`src/rtl/simon_pkg.sv`:
```
// simon_pkg: shared types and constants for the Simon Says sequencer.
//   state_e   - top-level FSM state encoding (4-bit, exported on debug port)
//   COLOUR_W  - bits per colour in target / captured sequences
//   LFSR_TAPS - feedback tap mask for the 16-bit Fibonacci LFSR
package simon_pkg;

  localparam int COLOUR_W = 2;

  // Feedback = l[15]^l[13]^l[12]^l[10]
  localparam logic [15:0] LFSR_TAPS = 16'hB400;

  typedef enum logic [3:0] {
    IDLE     = 4'd0,
    GEN      = 4'd1,
    SHOW_OFF = 4'd2,
    SHOW_ON  = 4'd3,
    ARM      = 4'd4,
    COLLECT  = 4'd5,
    CHECK    = 4'd6,
    PASS     = 4'd7,
    FAIL     = 4'd8,
    WIN      = 4'd9
  } state_e;

endpackage

```
`src/rtl/simon_game_ctrl_if.sv`:
```
// simon_game_ctrl_if: link between the game sequencer and the player-input
// capture block (WAIT_STATE).
//   wait_rst      - one-cycle clear pulse to the capture block
//   wait_en       - capture enable
//   seq_len       - number of colours the capture block should collect
//   complete_wait - capture block has collected seq_len colours
//   sequence_val  - captured colours, colour i at bits [2i+1:2i]
interface simon_game_ctrl_if;
  logic        wait_rst;
  logic        wait_en;
  logic [3:0]  seq_len;
  logic        complete_wait;
  logic [31:0] sequence_val;

  modport master (output wait_rst, wait_en, seq_len,
                  input  complete_wait, sequence_val);
  modport slave  (input  wait_rst, wait_en, seq_len,
                  output complete_wait, sequence_val);
endinterface

```
`src/rtl/simon_lfsr.sv`:
```
// simon_lfsr: free-running 16-bit Fibonacci LFSR, shifts left every clock.
//   clk_i  - clock
//   rst_i  - synchronous active-high reset, loads SEED
//   rnd_o  - low OUT_W bits of the current LFSR state
module simon_lfsr
  import simon_pkg::*;
#(
  parameter logic [15:0] SEED  = 16'hACE1,
  parameter int          OUT_W = 16
) (
  input  logic             clk_i,
  input  logic             rst_i,
  output logic [OUT_W-1:0] rnd_o
);

  logic [15:0] lfsr_q, lfsr_d;

  assign lfsr_d = {lfsr_q[14:0], ^(lfsr_q & LFSR_TAPS)};
  assign rnd_o  = lfsr_q[OUT_W-1:0];

  always_ff @(posedge clk_i) begin
    if (rst_i) lfsr_q <= SEED;
    else       lfsr_q <= lfsr_d;
  end

endmodule

```
`src/rtl/simon_game_ctrl.sv`:
```
// simon_game_ctrl: Simon Says game sequencer. Grows a random colour sequence
// by one colour per round, plays it on the LED, arms the capture block,
// compares the captured answer and advances / wins / ends the game.
//   clk_i, rst_i  - clock, synchronous active-high reset
//   start_i       - new game request (honoured in IDLE, FAIL, WIN)
//   wif           - capture-block link (master side)
//   led_on_o      - playback LED active
//   led_colour_o  - colour being shown, 0 while dark
//   level_o       - current level (mirrors seq_len)
//   game_over_o   - high while in FAIL
//   game_win_o    - high while in WIN
//   state_o       - FSM state for debug
module simon_game_ctrl
  import simon_pkg::*;
#(
  parameter int          MAX_LEN        = 15,
  parameter int          SHOW_CYCLES    = 8,
  parameter int          GAP_CYCLES     = 4,
  parameter int          TIMEOUT_CYCLES = 1024,
  parameter logic [15:0] LFSR_SEED      = 16'hACE1
) (
  input  logic                 clk_i,
  input  logic                 rst_i,
  input  logic                 start_i,
  simon_game_ctrl_if.master    wif,
  output logic                 led_on_o,
  output logic [COLOUR_W-1:0]  led_colour_o,
  output logic [3:0]           level_o,
  output logic                 game_over_o,
  output logic                 game_win_o,
  output logic [3:0]           state_o
);

  localparam int CMAX = (SHOW_CYCLES > GAP_CYCLES) ? SHOW_CYCLES : GAP_CYCLES;
  localparam int CW   = $clog2(CMAX + 1);
  localparam int TW   = $clog2(TIMEOUT_CYCLES + 1);

  state_e              state_q, state_d;
  logic [3:0]          level_q, level_d;
  logic [3:0]          idx_q, idx_d;
  logic [CW-1:0]       cnt_q, cnt_d;
  logic [TW-1:0]       tmo_q, tmo_d;
  logic [31:0]         target_q, target_d;
  logic [31:0]         cmp_mask;
  logic [COLOUR_W-1:0] rnd;

  simon_lfsr #(.SEED(LFSR_SEED), .OUT_W(COLOUR_W)) u_lfsr (
    .clk_i (clk_i),
    .rst_i (rst_i),
    .rnd_o (rnd)
  );

  // Only the first 2*level bits of the answer are meaningful.
  assign cmp_mask    = (32'd1 << {level_q, 1'b0}) - 32'd1;
  assign wif.seq_len = level_q;
  assign level_o     = level_q;
  assign state_o     = state_q;

  always_ff @(posedge clk_i) begin
    if (rst_i) begin
      state_q  <= IDLE;
      level_q  <= '0;
      idx_q    <= '0;
      cnt_q    <= '0;
      tmo_q    <= '0;
      target_q <= '0;
    end else begin
      state_q  <= state_d;
      level_q  <= level_d;
      idx_q    <= idx_d;
      cnt_q    <= cnt_d;
      tmo_q    <= tmo_d;
      target_q <= target_d;
    end
  end

  always_comb begin
    state_d      = state_q;
    level_d      = level_q;
    idx_d        = idx_q;
    cnt_d        = cnt_q;
    tmo_d        = tmo_q;
    target_d     = target_q;
    led_on_o     = 1'b0;
    led_colour_o = '0;
    wif.wait_rst = 1'b0;
    wif.wait_en  = 1'b0;
    game_over_o  = 1'b0;
    game_win_o   = 1'b0;

    case (state_q)
      IDLE, FAIL, WIN: begin
        game_over_o = (state_q == FAIL);
        game_win_o  = (state_q == WIN);
        if (start_i) begin
          level_d  = 4'd1;
          target_d = '0;
          state_d  = GEN;
        end
      end
      GEN: begin
        // Append one new colour at the tail of the sequence.
        target_d[{level_q - 4'd1, 1'b0} +: COLOUR_W] = rnd;
        idx_d   = '0;
        cnt_d   = '0;
        state_d = SHOW_OFF;
      end
      SHOW_OFF: begin
        if (cnt_q == CW'(GAP_CYCLES - 1)) begin
          cnt_d   = '0;
          state_d = SHOW_ON;
        end else begin
          cnt_d = cnt_q + CW'(1);
        end
      end
      SHOW_ON: begin
        led_on_o     = 1'b1;
        led_colour_o = target_q[{idx_q, 1'b0} +: COLOUR_W];
        if (cnt_q == CW'(SHOW_CYCLES - 1)) begin
          cnt_d = '0;
          if (idx_q == level_q - 4'd1) begin
            state_d = ARM;
          end else begin
            idx_d   = idx_q + 4'd1;
            state_d = SHOW_OFF;
          end
        end else begin
          cnt_d = cnt_q + CW'(1);
        end
      end
      ARM: begin
        wif.wait_rst = 1'b1;
        tmo_d        = '0;
        state_d      = COLLECT;
      end
      COLLECT: begin
        wif.wait_en = 1'b1;
        // A completed capture wins over a timeout landing in the same cycle.
        if (wif.complete_wait)                    state_d = CHECK;
        else if (tmo_q == TW'(TIMEOUT_CYCLES - 1)) state_d = FAIL;
        else                                      tmo_d   = tmo_q + TW'(1);
      end
      CHECK: begin
        if (((wif.sequence_val ^ target_q) & cmp_mask) == 32'd0) state_d = PASS;
        else                                                     state_d = FAIL;
      end
      PASS: begin
        if (level_q == 4'(MAX_LEN)) begin
          state_d = WIN;
        end else begin
          level_d = level_q + 4'd1;
          state_d = GEN;
        end
      end
      default: state_d = IDLE;
    endcase
  end

endmodule
```
`src/flat_wrapper.sv`:
```
// flat-port wrapper written by rule: the top's interface ports become plain ports
module simon_game_ctrl_flat import simon_pkg::*;
#(
  parameter int          MAX_LEN        = 15,
  parameter int          SHOW_CYCLES    = 8,
  parameter int          GAP_CYCLES     = 4,
  parameter int          TIMEOUT_CYCLES = 1024,
  parameter logic [15:0] LFSR_SEED      = 16'hACE1
)
  (clk_i, rst_i, start_i, led_on_o, led_colour_o, level_o, game_over_o, game_win_o, state_o, wif_wait_rst, wif_wait_en, wif_seq_len, wif_complete_wait, wif_sequence_val);
  simon_game_ctrl_if wif_i ();
  input  logic clk_i;
  input  logic rst_i;
  input  logic start_i;
  output logic led_on_o;
  output logic [COLOUR_W-1:0] led_colour_o;
  output logic [3:0] level_o;
  output logic game_over_o;
  output logic game_win_o;
  output logic [3:0] state_o;
  output wire logic [$bits(wif_i.wait_rst)-1:0] wif_wait_rst;
  output wire logic [$bits(wif_i.wait_en)-1:0] wif_wait_en;
  output wire logic [$bits(wif_i.seq_len)-1:0] wif_seq_len;
  input wire logic [$bits(wif_i.complete_wait)-1:0] wif_complete_wait;
  input wire logic [$bits(wif_i.sequence_val)-1:0] wif_sequence_val;
  assign wif_wait_rst = wif_i.wait_rst;
  assign wif_wait_en = wif_i.wait_en;
  assign wif_seq_len = wif_i.seq_len;
  assign wif_i.complete_wait = wif_complete_wait;
  assign wif_i.sequence_val = wif_sequence_val;
  simon_game_ctrl #(.MAX_LEN(MAX_LEN), .SHOW_CYCLES(SHOW_CYCLES), .GAP_CYCLES(GAP_CYCLES), .TIMEOUT_CYCLES(TIMEOUT_CYCLES), .LFSR_SEED(LFSR_SEED)) u_core (.clk_i(clk_i), .rst_i(rst_i), .start_i(start_i), .wif(wif_i), .led_on_o(led_on_o), .led_colour_o(led_colour_o), .level_o(level_o), .game_over_o(game_over_o), .game_win_o(game_win_o), .state_o(state_o));
endmodule
```
`config.mk`:
```
export PLATFORM = sky130hd
export DESIGN_NAME = simon_game_ctrl_flat
export DESIGN_NICKNAME = d
export VERILOG_FILES = /design/src/rtl/simon_pkg.sv /design/src/rtl/simon_game_ctrl_if.sv /design/src/rtl/simon_lfsr.sv /design/src/rtl/simon_game_ctrl.sv /design/src/flat_wrapper.sv
export SDC_FILE = /design/constraint.sdc
export NUM_CORES = 1
export LEC_CHECK = 0
export ABC_AREA = 1
export ABC_CLOCK_PERIOD_IN_PS = 3900
export CORE_ASPECT_RATIO = 1.4
export CORE_MARGIN = 2
export CORE_UTILIZATION = 58
export DETAILED_ROUTE_END_ITERATION = 8
export HOLD_SLACK_MARGIN = 0.1
export PLACE_DENSITY = 0.81
export SYNTH_ARGS = -nofsm -noshare
export SYNTH_HDL_FRONTEND = slang
export SYNTH_HIERARCHICAL = 1
export SYNTH_SLANG_ARGS = --single-unit
```
`constraint.sdc`:
```
create_clock -name clk_i -period 3.9 [get_ports clk_i]
set_input_delay 0.975 -clock clk_i [delete_from_list [all_inputs] [get_ports clk_i]]
set_output_delay 0.975 -clock clk_i [all_outputs]
set_load 0.05 [all_outputs]
```
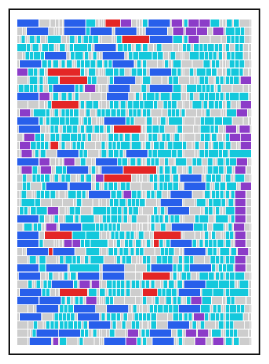
(placed cells, one color a class)
(3 px per um) Fill, decap, tap and diode cells in gray.
[clock drivers and dummy loads] red | cells: 16
[remaining logic cells] cyan | cells: 700
[sequential cells] blue | cells: 75
[remaining buffers and delay cells] purple | cells: 59
fraction of standard cell area that is sequential: 0.252
final cell area excluding filler cells: 5970 um2
number of standard-cell rows in the floorplan: 40
share of the core filled with cells: 0.702

==> run notes <==
Physical implementation status

The count of port buffers added during placement stands at 54. Across all hold checks on the routed design, the worst slack comes to 0.404 ns. According to the timing report, the critical path is launched from u_core/idx_q[0].

Per the TritonCTS log, the buffer count is 9. In the Yosys report the total cell count is 798. The diode insertion count for antenna repair stands at 0. The clock transition at the registers of the reported paths stands at 0.05 ns. The share of flip-flops with an asynchronous set or reset after synthesis stands at 0.

The report shows a maximum critical-path fanout of 23. The worst setup timing slack at the placement stage stands at 0.448 ns. Per the post-synthesis report, the number of cells in the design is 798. Detailed placement reports a standard cell area of 5640 um2.

The stage logs contain a warning count of 32. Per the synthesis report, the AND-OR/OR-AND share of the synthesized area is 0.129. Of the post-synthesis cell area, the dominant cell type holds 0.297. The synthesized design spends more area on one cell type than any other, namely dfxtp_1. The slack of the worst reg-to-reg path stands at 0.67 ns. Dividing the detail-routed via count by the number of cells gives 5.67. Relative to the synthesized area, the layout overhead comes to 18.0%. Of the cells placed in the final design, the portion with a size suffix greater than 1 is 0.0741. The net count of the finished layout is 893. The critical path's slowest stage uses the library cell clkdlybuf4s50_1. The combinational gate area stands at 3010 um2. Per the timing report, the most critical flop-to-flop path finishes at u_core/state_o[1]. Counting endpoints that fail hold in the final report gives 0. Dividing total power by cell area gives a power density of 580 nW/um2. Before any placement, the netlist area is recorded as 5060 um2. TritonRoute output was used to compute an average wire per cell of 16.4 um.

The maximum level of the CTS H-tree stands at 3. The flow ran to the end, and the final reports show no timing, DRC or antenna violations. In the log, the iteration count for the first detailed-route pass is 6. The post-synthesis adder-cell area fraction stands at 0.0297. The number of nets still failing antenna checks after routing stands at 0. OpenSTA lists the critical path endpoint as led_colour_o[0].

The die width stands at 83.0 um. In this run the count of I/O pins placed on the die edge is 55.
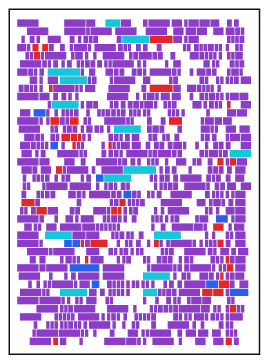
(sizing map)
(3 px per um)
[x1 and smaller] purple | cells: 787 | share: 93%
[x6 and larger] cyan | cells: 14 | share: 1.6%
[x2] red | cells: 38 | share: 4.5%
[x3 and x4] blue | cells: 11 | share: 1.3%
Buffers excl. clock: 59
final setup margin: 0.266 ns

## kinds of logic after synthesis
family | after synthesis
buffers and inverters | 138
xor gates and xnor gates | 33
and+or+nand+nor | 423
AOI/OAI and AO/OA | 116
muxes | 1
DFF | 75
adders and majority gates | 12
## metal layers
metal / GRT usage / vias to the layer above / share of wire / wire length [um]
met4: 0.289 / 0 / 0.092 / 1430
met5: 0 / - / 0 / 0
li1: - / 2647 / - / -
met3: 0.0483 / 88 / 0.063 / 983
met1: 0.350 / 2412 / 0.36 / 5710
met2: 0.587 / 265 / 0.48 / 7520
## through the flow
| stage | cells | utilization |
|---|---|---|
| 6_report | 955 | 0.702 |
| 4_1_cts | 955 | 0.702 |
| 5_1_grt | 955 | 0.702 |
| 3_5_place_dp | 939 | 0.663 |
| 2_1_floorplan | 798 | - |
| 3_3_place_gp | 939 | 0.663 |
## sequential cells by signal, summed over array words and instances, names as in the netlist
register and cells:
u_core/tmo_q 11, u_core/target_q 32, u_core/idx_q 4, u_core/cnt_q 4, u_core/state_o 4, u_core/u_lfsr/lfsr_q 16, u_core/level_o 4
## worst reg2reg max path, cell delays in order, from the launching register on
cell      delay [ns]
dfxtp_1         0.49
inv_2           0.18
ha_1            0.38
nand3_2         0.19
ha_1            0.23
inv_1           0.08
a21oi_1         0.16
nand2_1         0.14
nor2_4          0.22
nand3b_1        0.11
nand3_1         0.09
nand3_1         0.08
nor2_1          0.24
nand4_1         0.22
nand3_1         0.14
nand2_1         0.07
a21oi_2         0.12
## report_power, final
part	internal, uW	switching, uW
clock	594	308
sequential	818	88.9
combinational	510	1150
total	1920	1540
## area by class of cell
type,instances,share of cell area
clock buffers,12,0.0429
clock inverters,4,0.0121
inverters,115,0.0723
multi-input cells,585,0.503
flip-flops and latches,75,0.252
well taps,105,0.0220
repair buffers,59,0.0959
No activity file was given, so power comes from the tool's default toggle rates.
